### src/rtl/countdown_timer_if.sv
// countdown_timer_if
//   Groups the control inputs and display/status outputs of countdown_timer.
//   master : drives tick/load/preset/start/stop, observes count and status
//   slave  : the timer itself
//   tick        1  one-cycle count-enable pulse
//   load        1  load preset_min/preset_sec
//   preset_min  8  BCD minutes {tens,units}
//   preset_sec  8  BCD seconds {tens,units}
//   start       1  begin/resume counting
//   stop        1  pause / cancel alarm
//   min_bcd     8  current minutes, BCD
//   sec_bcd     8  current seconds, BCD
//   running     1  counting
//   alarm       1  alarm active
//   done        1  one-cycle expiry pulse
interface countdown_timer_if;
    logic       tick;
    logic       load;
    logic [7:0] preset_min;
    logic [7:0] preset_sec;
    logic       start;
    logic       stop;
    logic [7:0] min_bcd;
    logic [7:0] sec_bcd;
    logic       running;
    logic       alarm;
    logic       done;

    modport master (
        output tick, load, preset_min, preset_sec, start, stop,
        input  min_bcd, sec_bcd, running, alarm, done
    );

    modport slave (
        input  tick, load, preset_min, preset_sec, start, stop,
        output min_bcd, sec_bcd, running, alarm, done
    );
endinterface

### src/rtl/countdown_timer.sv
// countdown_timer
//   mm:ss BCD countdown timer. Loads a BCD preset, counts down one second per
//   tick while running, and raises an alarm on reaching 00:00. The alarm drops
//   after ALARM_TICKS further ticks, on stop, or on a valid load.
//   Optional feature macro: COUNTDOWN_AUTO_RELOAD_EN -- on expiry the count is
//   reloaded from the last accepted preset and counting continues; alarm and
//   done pulse together for one cycle and the ALARM state is never entered.
// Ports
//   clk    in  system clock
//   reset  in  asynchronous, active-high reset
//   bus    slave modport of countdown_timer_if (controls in, count/status out)
// Parameters
//   MAX_MIN      largest accepted minutes preset (decimal 0..99)
//   ALARM_TICKS  ticks the alarm is held after expiry (>=1)
module countdown_timer #(
    parameter int MAX_MIN     = 59,
    parameter int ALARM_TICKS = 5
) (
    input  logic               clk,
    input  logic               reset,
    countdown_timer_if.slave   bus
);

    localparam int AW = (ALARM_TICKS < 2) ? 1 : $clog2(ALARM_TICKS + 1);
    localparam logic [AW-1:0] ALARM_LAST = AW'(ALARM_TICKS - 1);

    typedef enum logic [1:0] {IDLE, RUN, PAUSE, ALARM} state_t;

    typedef struct packed {
        logic [3:0] mt;   // minutes tens
        logic [3:0] mu;   // minutes units
        logic [3:0] st;   // seconds tens
        logic [3:0] su;   // seconds units
    } cnt_t;

    state_t        state, state_n;
    cnt_t          cnt, cnt_n;
    logic [AW-1:0] acnt, acnt_n;
    logic          alarm_q, alarm_n;
    logic          done_q, done_n;
    logic          run_q;

    cnt_t          preset;
    logic          preset_ok;
    logic          cnt_zero;
    logic          cnt_one;
    logic          load_take, stop_take, start_take;

`ifdef COUNTDOWN_AUTO_RELOAD_EN
    cnt_t          rld, rld_n;
`endif

    // One-second BCD decrement with borrow through all four digits.
    // Never called on 00:00 (RUN always holds a nonzero count).
    function automatic cnt_t bcd_dec(input cnt_t c);
        cnt_t r;
        r = c;
        if (c.su != 4'd0) begin
            r.su = c.su - 4'd1;
        end else begin
            r.su = 4'd9;
            if (c.st != 4'd0) begin
                r.st = c.st - 4'd1;
            end else begin
                r.st = 4'd5;
                if (c.mu != 4'd0) begin
                    r.mu = c.mu - 4'd1;
                end else begin
                    r.mu = 4'd9;
                    r.mt = c.mt - 4'd1;
                end
            end
        end
        return r;
    endfunction

    assign preset = {bus.preset_min, bus.preset_sec};

    always_comb begin
        preset_ok = (preset.mt <= 4'd9) && (preset.mu <= 4'd9) &&
                    (preset.st <= 4'd5) && (preset.su <= 4'd9) &&
                    ((int'(preset.mt) * 10 + int'(preset.mu)) <= MAX_MIN);
    end

    assign cnt_zero = (cnt == 16'h0000);
    assign cnt_one  = (cnt == 16'h0001);

    // A command that is refused in the current state is treated as absent,
    // so it does not mask a lower-priority command in the same cycle.
    assign load_take  = bus.load && (state != RUN) && preset_ok;
    assign stop_take  = bus.stop && ((state == RUN) || (state == ALARM));
    assign start_take = bus.start && ((state == IDLE) || (state == PAUSE)) && !cnt_zero;

    always_comb begin
        state_n = state;
        cnt_n   = cnt;
        acnt_n  = acnt;
        done_n  = 1'b0;
        alarm_n = 1'b0;
`ifdef COUNTDOWN_AUTO_RELOAD_EN
        rld_n   = rld;
`endif
        if (load_take) begin
            cnt_n   = preset;
            state_n = IDLE;
            acnt_n  = '0;
`ifdef COUNTDOWN_AUTO_RELOAD_EN
            rld_n   = preset;
`endif
        end else if (stop_take) begin
            state_n = (state == RUN) ? PAUSE : IDLE;
            acnt_n  = '0;
        end else if (start_take) begin
            state_n = RUN;
        end else if (bus.tick) begin
            case (state)
                RUN: begin
                    if (cnt_one) begin
                        done_n = 1'b1;
`ifdef COUNTDOWN_AUTO_RELOAD_EN
                        cnt_n   = rld;
                        alarm_n = 1'b1;
`else
                        cnt_n   = '0;
                        state_n = ALARM;
`endif
                    end else begin
                        cnt_n = bcd_dec(cnt);
                    end
                end
                ALARM: begin
                    if (acnt == ALARM_LAST) begin
                        state_n = IDLE;
                        acnt_n  = '0;
                    end else begin
                        acnt_n = acnt + AW'(1);
                    end
                end
                default: ;
            endcase
        end
        if (state_n == ALARM)
            alarm_n = 1'b1;
    end

    always_ff @(posedge clk or posedge reset) begin
        if (reset) begin
            state   <= IDLE;
            cnt     <= '0;
            acnt    <= '0;
            alarm_q <= 1'b0;
            done_q  <= 1'b0;
            run_q   <= 1'b0;
        end else begin
            state   <= state_n;
            cnt     <= cnt_n;
            acnt    <= acnt_n;
            alarm_q <= alarm_n;
            done_q  <= done_n;
            run_q   <= (state_n == RUN);
        end
    end

`ifdef COUNTDOWN_AUTO_RELOAD_EN
    always_ff @(posedge clk or posedge reset) begin
        if (reset) rld <= '0;
        else       rld <= rld_n;
    end
`endif

    assign bus.min_bcd = {cnt.mt, cnt.mu};
    assign bus.sec_bcd = {cnt.st, cnt.su};
    assign bus.running = run_q;
    assign bus.alarm   = alarm_q;
    assign bus.done    = done_q;

endmodule

### src/flat_wrapper.sv
// flat-port wrapper written by rule: the top's interface ports become plain ports
module countdown_timer_flat 
#(
    parameter int MAX_MIN     = 59,
    parameter int ALARM_TICKS = 5
)
  (clk, reset, bus_tick, bus_load, bus_preset_min, bus_preset_sec, bus_start, bus_stop, bus_min_bcd, bus_sec_bcd, bus_running, bus_alarm, bus_done);
  countdown_timer_if bus_i ();
  input  logic clk;
  input  logic reset;
  input wire logic [$bits(bus_i.tick)-1:0] bus_tick;
  input wire logic [$bits(bus_i.load)-1:0] bus_load;
  input wire logic [$bits(bus_i.preset_min)-1:0] bus_preset_min;
  input wire logic [$bits(bus_i.preset_sec)-1:0] bus_preset_sec;
  input wire logic [$bits(bus_i.start)-1:0] bus_start;
  input wire logic [$bits(bus_i.stop)-1:0] bus_stop;
  output wire logic [$bits(bus_i.min_bcd)-1:0] bus_min_bcd;
  output wire logic [$bits(bus_i.sec_bcd)-1:0] bus_sec_bcd;
  output wire logic [$bits(bus_i.running)-1:0] bus_running;
  output wire logic [$bits(bus_i.alarm)-1:0] bus_alarm;
  output wire logic [$bits(bus_i.done)-1:0] bus_done;
  assign bus_i.tick = bus_tick;
  assign bus_i.load = bus_load;
  assign bus_i.preset_min = bus_preset_min;
  assign bus_i.preset_sec = bus_preset_sec;
  assign bus_i.start = bus_start;
  assign bus_i.stop = bus_stop;
  assign bus_min_bcd = bus_i.min_bcd;
  assign bus_sec_bcd = bus_i.sec_bcd;
  assign bus_running = bus_i.running;
  assign bus_alarm = bus_i.alarm;
  assign bus_done = bus_i.done;
  countdown_timer #(.MAX_MIN(MAX_MIN), .ALARM_TICKS(ALARM_TICKS)) u_core (.clk(clk), .reset(reset), .bus(bus_i));
endmodule
### config.mk
export PLATFORM = sky130hd
export DESIGN_NAME = countdown_timer_flat
export DESIGN_NICKNAME = d
export VERILOG_FILES = /design/src/rtl/countdown_timer_if.sv /design/src/rtl/countdown_timer.sv /design/src/flat_wrapper.sv
export SDC_FILE = /design/constraint.sdc
export NUM_CORES = 1
export LEC_CHECK = 0
export CORE_MARGIN = 5
export CORE_UTILIZATION = 35
export CTS_CLUSTER_DIAMETER = 50
export DETAILED_ROUTE_END_ITERATION = 10
export PLACE_DENSITY_LB_ADDON = 0.12
export SETUP_SLACK_MARGIN = 0.15
export SKIP_LAST_GASP = 1
export SLEW_MARGIN = 10
export SYNTH_ARGS = -nofsm -noshare
export SYNTH_HDL_FRONTEND = slang
export SYNTH_SLANG_ARGS = --single-unit
### constraint.sdc
create_clock -name clk -period 5.15 [get_ports clk]
set_input_delay 1.03 -clock clk [delete_from_list [all_inputs] [get_ports clk]]
set_output_delay 1.03 -clock clk [all_outputs]
set_load 0.01 [all_outputs]
==> notes.md, run 1 <==
yosys + openroad results -> status finished clean, Cells after Synth 194, gr ovfl total 0, Synth area leaders dfrtp_1, ha_1, mux2_1, arrival time worst endpoint 4.07 ns, most frequent logic cell in the layout clkdlybuf4s50_1, Routed Antenna Nets 0, Pwr Total 0.959 mW, worst hold start u_core.bus.sec_bcd[7], ys async rst share 100%, ratio of cells with drive above 1 in the final layout 6.93%, clock sink count 24, Worst EP required 5.30 ns, RSZ-0062 raised after global routing no, Placed Cells 297, Tcrit/Tclk final 76.1%, Yosys Chip Area 0.00182 mm2, cell accounting for the most synthesized area dfrtp_1, area of the mapped netlist 0.00182 mm2, die area 0.00674 mm2, worst-margin pin slew 0.945 ns, CTS H-tree lvls 1, CP max FO 23, Gate Area 0.00112 mm2, CTS buffer count 3, Vias per Instance 5.21, Hold Crit Endpoint u_core.bus.sec_bcd[7], Netlist cell types 51, count of library flops with an enable pin 0, stage-log warning count 30, routability cong. 0.752, Hold Vio Cnt, Final 0, Main synth FF type dfrtp_1, number of setup buffers added after CTS 0, clk root buf clkbuf_8, element type at the critical path end flop, Final Max Slew Viols 0, capturing point of the worst reg2reg path u_core.bus.min_bcd[1], initial antenna violation count 0, skew final 0.00834 ns, register share after synthesis 33.0%, crit path from bus_preset_min[5], Hold Crit Class flop to flop, Synth Area per Inst 9.38 um2
## run 1: flip-flops by register name, summed over array words and instances (netlist names)
signal and count:
u_core.acnt 3, u_core.bus.alarm 1, u_core.bus.done 1, u_core.bus.min_bcd 8
u_core.bus.running 1, u_core.bus.sec_bcd 8, u_core.state 2
## run 1: through the flow
| step | cell area [um2] | hold WS, ns | worst slack (ns) | util, % |
|---|---|---|---|---|
| after floorplan | 1820 | 0.559 | 1.66 | - |
| after global placement | 2280 | 0.560 | 0.971 | 44.9 |
| after detailed placement | 2280 | 0.562 | 0.939 | 44.9 |
| after CTS | 2350 | 0.578 | 1.22 | 46.3 |
| after global routing | 2350 | 0.607 | 1.06 | 46.3 |
| final | 2350 | 0.568 | 1.23 | 46.3 |
## run 1: metal layers
metal	up-vias	track usage, %	share of wire (%)
met2	33	21.6	44
met3	2	1.74	4.4
met5	-	0	0
met4	0	1.99	0.28
li1	796	-	-
met1	737	20.7	51
## run 1: logic make-up after synthesis
family | share of synthesized area (%)
AND/OR/NAND/NOR | 21.0
AND-OR/OR-AND | 18.2
flip-flops | 33.0
buffers and inverters | 5.36
multiplexers | 11.1
adder cells (fa/ha/maj) | 10.4
XOR/XNOR | 0.962
## run 1: report_power, final
group          total (mW)  internal [mW]  leakage, nW  switching, mW
Combinational       0.434          0.239        0.624          0.196
Sequential          0.359          0.251        0.302          0.107
Clock               0.166          0.104       0.0357         0.0617
Total               0.959          0.594        0.962          0.365
## run 1: cell type report
class	count	share of cell area, %
multi-input combinational	148	47.8
tap	70	3.73
timing repair buffer	43	18.0
clock buffer	3	1.76
sequential	24	25.6
inverter	12	1.92
clock inverter	1	1.28
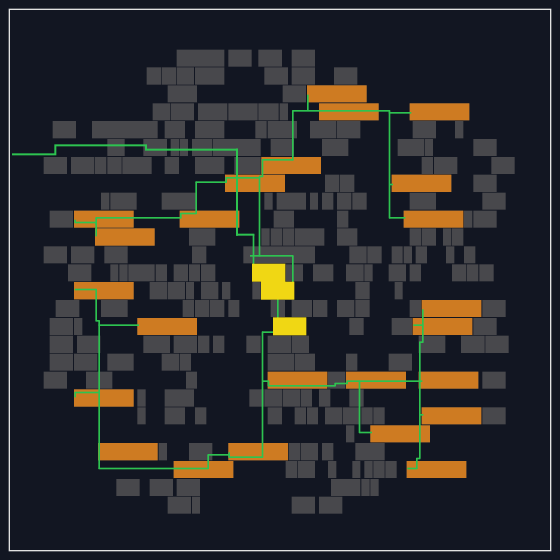
Run 1: clock network drawn from the DEF
[clock wires] green | length: 341 um
[clock drivers] yellow | count: 3
[flip-flops] orange | count: 24
routed clock nets: 4

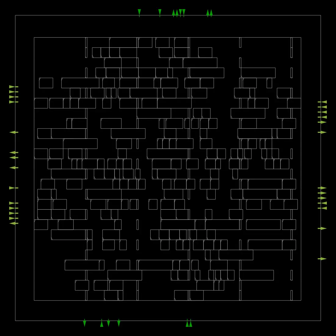
Run 1: cell outlines without signal wires
core area: 0.00507 mm2
Filler Cell Count: 508

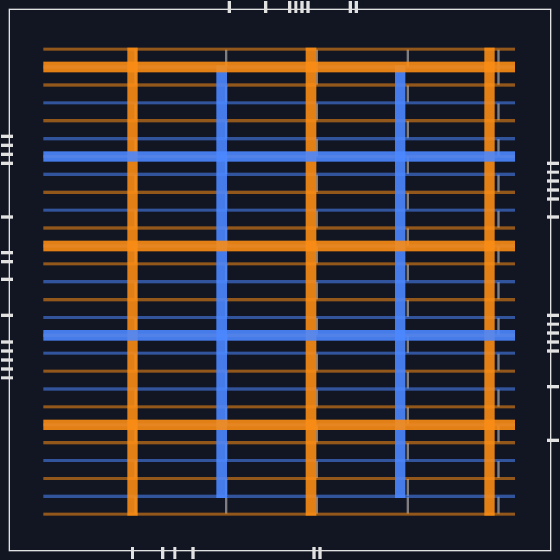
Run 1: floorplan with the power grid
Pins as bars on the die edge. Tap cells in grey.
[VSS] orange
[VDD] blue
met4 straps: 5
rows: 26
VDD IR max: 0.217 mV
die width: 82.1 um
height of the die: 82.1 um

==> run 1 -> run 2 <==
==> constraint.sdc (replaced) <==
create_clock -name clk -period 4 [get_ports clk]
set_input_delay 0.8 -clock clk [delete_from_list [all_inputs] [get_ports clk]]
set_output_delay 0.8 -clock clk [all_outputs]
set_load 0.01 [all_outputs]
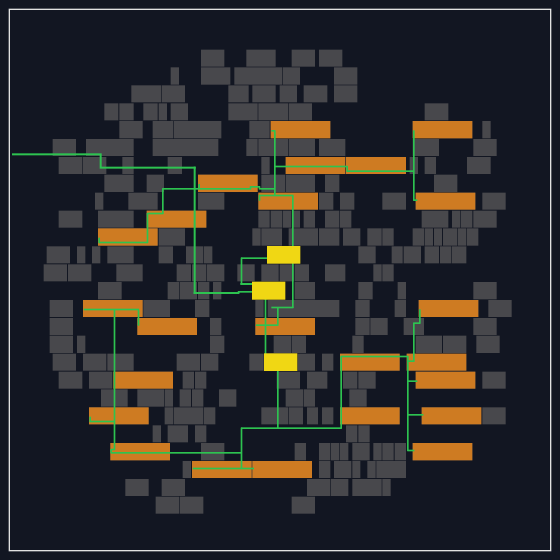
Run 2: clock network drawn from the DEF
[clock drivers] yellow | count: 3
[flip-flops] orange | count: 24
[clock wires] green | length: 344 um
routed clock nets: 4

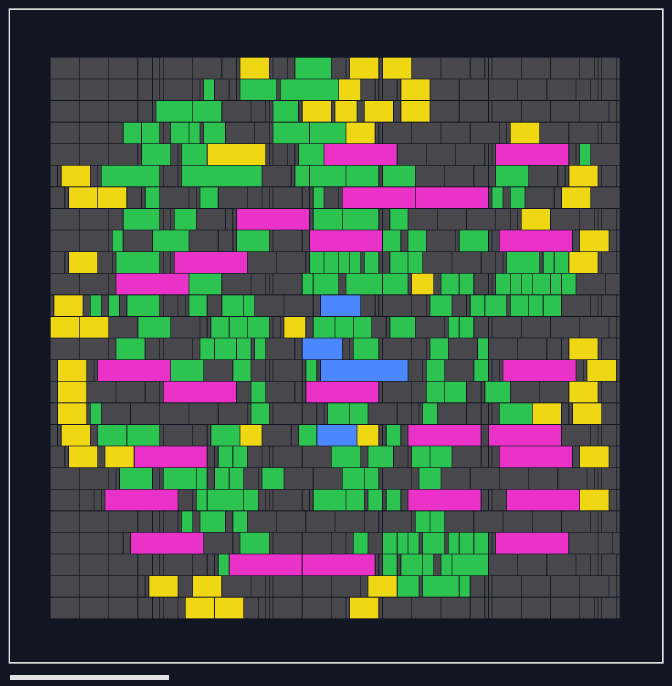
Run 2: cells coloured by class
The bar under the picture is 20 um long. Fill, decap, tap and diode cells in grey.
[clock drivers and dummy loads] blue | cells: 4
[flops] magenta | cells: 24
[combinational and other logic] green | cells: 160
[other buffers and delay cells] yellow | cells: 47
fin area: 0.00239 mm2
Rows: 26
register share of the cell area: 25.1%

==> notes.md, run 2 <==
yosys + openroad results -> status finished clean, VDD IR max 0.242 mV (+12%), M1 WL 2060 um (-5.5%), Pwr Total 1.25 mW (+31%), gr ovfl total 0 (unchanged), pre-CTS WS 0.125 ns (-0.813 ns), met2 Usage GRT 22.1% (+0.40 points), height of the die 82.1 um (unchanged), final core occ 47.1% (+0.84 points), Fin Hold WS 0.561 ns (-0.00642 ns), Hold Crit Class flop to flop, clock sink count 24 (unchanged), GR peak layer met2, cell accounting for the most synthesized area dfrtp_1, DP Area 0.00232 mm2 (+1.9%), worst-margin pin slew 0.942 ns (-0.00283 ns), arrival time worst endpoint 3.72 ns (-0.35 ns), CTS buffer count 3 (unchanged), CP max FO 23 (unchanged), CTS H-tree lvls 1 (unchanged), Worst EP required 4.16 ns (-1.14 ns)
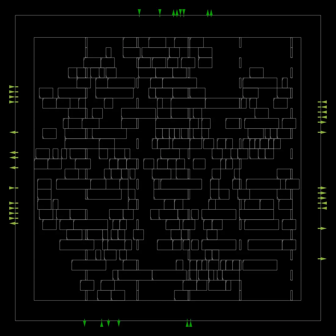
Run 2: cell outlines without signal wires
flip-flops: 24
Cell Count, Final, Fillers Out: 305

-- run 2: path summary, 6_finish.rpt --
kind	start	cells after the start	end	slack, ns
hold / removal	u_core.bus.sec_bcd[7]	2	u_core.bus.sec_bcd[7]	0.56
max in group asynchronous	reset	2	u_core.state[1]	2.39
min in group asynchronous	reset	2	u_core.bus.done	1.04
hold reg to reg	u_core.bus.sec_bcd[7]	2	u_core.bus.sec_bcd[7]	0.56
setup reg to reg	u_core.bus.min_bcd[4]	7	u_core.bus.min_bcd[1]	1.35
setup / recovery	bus_preset_min[7]	9	u_core.bus.min_bcd[7]	0.44
-- run 2: area by class of cell --
| cell class | instances | area (um2) |
|---|---|---|
| timing repair buffer | 47 | 465 |
| inverter | 12 | 45.0 |
| clock buffer | 3 | 41.3 |
| multi-input combinational | 148 | 1120 |
| tap | 70 | 87.6 |
| sequential | 24 | 601 |
| fill | 511 | 2680 |
| clock inverter | 1 | 30.0 |
-- run 2: power by group --
part / switching, mW / leakage [nW] / internal, mW
Clock: 0.0819 / 0.0357 / 0.134
Sequential: 0.133 / 0.302 / 0.324
Combinational: 0.254 / 0.646 / 0.326
-- run 2: cell families after synthesis --
logic type / after synthesis / synth area share (%)
buffers and inverters: 22 / 5.36
flip-flops: 24 / 33.0
XOR/XNOR: 2 / 0.962
AND-OR/OR-AND: 48 / 18.2
multiplexers: 18 / 11.1
AND/OR/NAND/NOR: 66 / 21.0
adder cells (fa/ha/maj): 14 / 10.4
-- run 2: worst reg2reg max path, delay by kind of cell (launching register included) --
kind / cells / cell delay (ns)
flip-flops: 1 / 0.41
AND-OR/OR-AND: 1 / 0.37
adder cells (fa/ha/maj): 1 / 0.15
AND/OR/NAND/NOR: 2 / 0.86
buffers and inverters: 1 / 0.12
multiplexers: 2 / 0.63
==> run 2 -> run 3 <==
--- a/config.mk
+++ b/config.mk
@@ -16,3 +16,4 @@
 export SYNTH_ARGS = -nofsm -noshare
 export SYNTH_HDL_FRONTEND = slang
 export SYNTH_SLANG_ARGS = --single-unit
+export TNS_END_PERCENT = 20
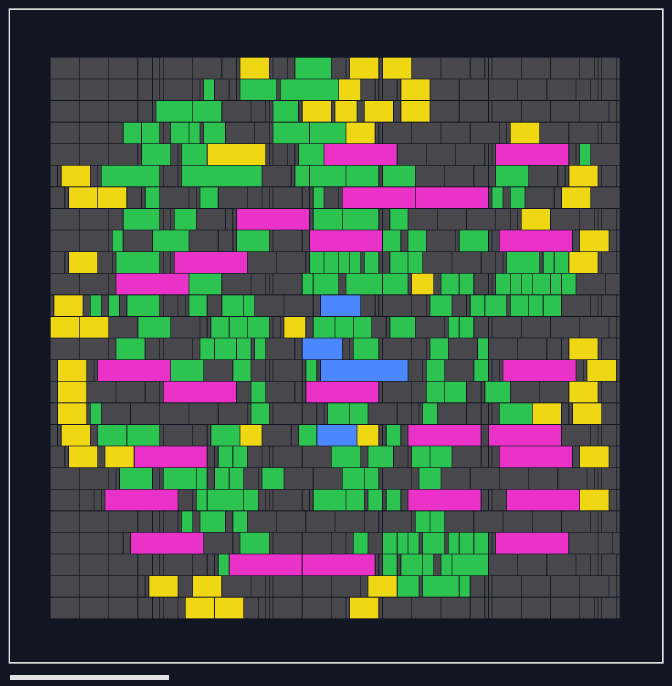
Run 3: cells coloured by class
The bar under the picture is 20 um long. Fill, decap, tap and diode cells in grey.
[clock drivers and dummy loads] blue | cells: 4
[other buffers and delay cells] yellow | cells: 47
[flops] magenta | cells: 24
[combinational and other logic] green | cells: 160
final core occ: 47.1%

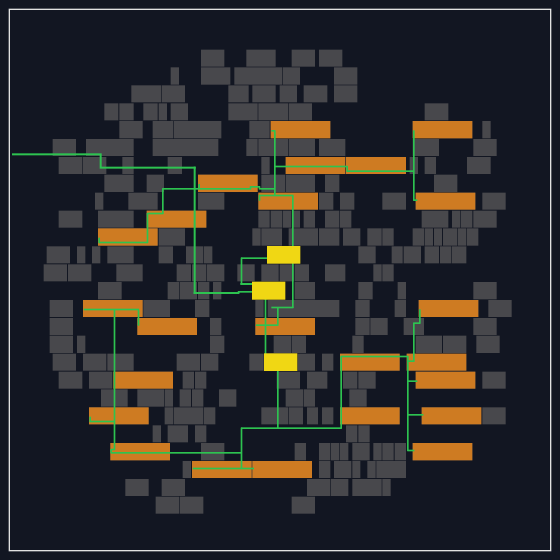
Run 3: clock network drawn from the DEF
[clock wires] green | length: 344 um
[flip-flops] orange | count: 24
[clock drivers] yellow | count: 3
routed clock nets: 4
clock power share: 17.2%
Clock Latency Late Sink: 0.27 ns
P_clk: 0.216 mW

==> notes.md, run 3 <==
yosys + openroad results -> Pwr Total 1.25 mW (unchanged), Cell Count, Final, Fillers Out 305 (unchanged), cell accounting for the most synthesized area dfrtp_1, hold path depth 2 (unchanged), reg-to-reg critical path startpoint u_core.bus.min_bcd[4], clock sink count 24 (unchanged), r2r setup slk 1.35 ns (about the same), Gate Area 0.00112 mm2 (unchanged), Rows 26 (unchanged), Yosys Chip Area 0.00182 mm2, Worst Reg2Reg Path Length in Cells 7 (unchanged), Port Buffer Count 40, Worst EP required 4.16 ns (about the same), worst hold start u_core.bus.sec_bcd[7], CTS H-tree lvls 1 (unchanged), worst setup path end u_core.bus.min_bcd[7], status finished clean, Fin Hold WS 0.561 ns (unchanged), capturing point of the worst reg2reg path u_core.bus.min_bcd[1], gr ovfl total 0 (unchanged), CTS buffer count 3 (unchanged), arrival time worst endpoint 3.72 ns (about the same), height of the die 82.1 um (unchanged), crit path from bus_preset_min[7], area of the mapped netlist 0.00182 mm2
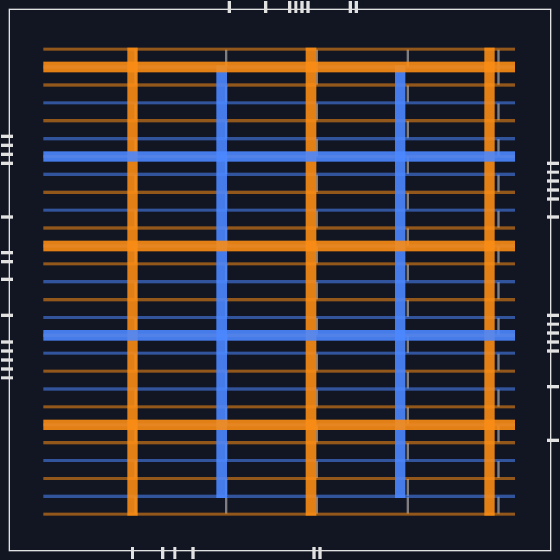
Run 3: floorplan with the power grid
Pins as bars on the die edge. Tap cells in grey.
[VDD] blue
[VSS] orange
met5 straps: 5
rows: 26
met4 straps: 5
met1 rails: 27
tap cells: 70
VDD IR max: 0.242 mV

run 3: cell counts in the layout (fill, tap and decap cells not counted):
Identical to the previous run, type by type.
run 3: stage by stage:
| step | worst slack, ns | instance area (um2) | utilization, % |
|---|---|---|---|
| floorplan | 0.736 | 1820 | - |
| global placement | 0.178 | 2320 | 45.7 |
| detailed placement | 0.125 | 2320 | 45.7 |
| CTS | 0.416 | 2390 | 47.1 |
| global route | 0.301 | 2390 | 47.1 |
| finish | 0.437 | 2390 | 47.1 |
run 3: cells by family after synthesis:
logic type	Yosys count	share of synthesized area, %
adder cells (fa/ha/maj)	14	10.4
buffers and inverters	22	5.36
XOR/XNOR	2	0.962
AND-OR/OR-AND	48	18.2
AND/OR/NAND/NOR	66	21.0
flip-flops	24	33.0
multiplexers	18	11.1
run 3: worst max-delay path: stages:
cell and delay (ns):
clkdlybuf4s50_1 0.54, ha_1 0.28, ha_1 0.21, fa_1 0.37
xnor2_1 0.17, a221o_1 0.35, a2111oi_4 0.41, buf_12 0.23
mux2_2 0.35
run 3: layout make-up:
type	count	share of cell area [%]
repair buffers	47	19.5
multi-input cells	148	46.9
clock inverters	1	1.26
inverters	12	1.88
well taps	70	3.66
clock buffers	3	1.73
flip-flops and latches	24	25.1
run 3: power by group:
group | internal (mW) | switching, mW | total [mW] | leakage, nW
Combinational | 0.326 | 0.254 | 0.579 | 0.646
Clock | 0.134 | 0.0819 | 0.216 | 0.0357
Sequential | 0.324 | 0.133 | 0.457 | 0.302
run 3: metal layers:
layer	track usage, %	vias to the layer above	part of all wire (%)
li1	-	807	-
met1	19.9	734	49
met2	22.1	47	45
met3	2.06	2	5.9
met4	2.49	0	0.45
met5	0	-	0
Power and IR drop assume default switching activity.
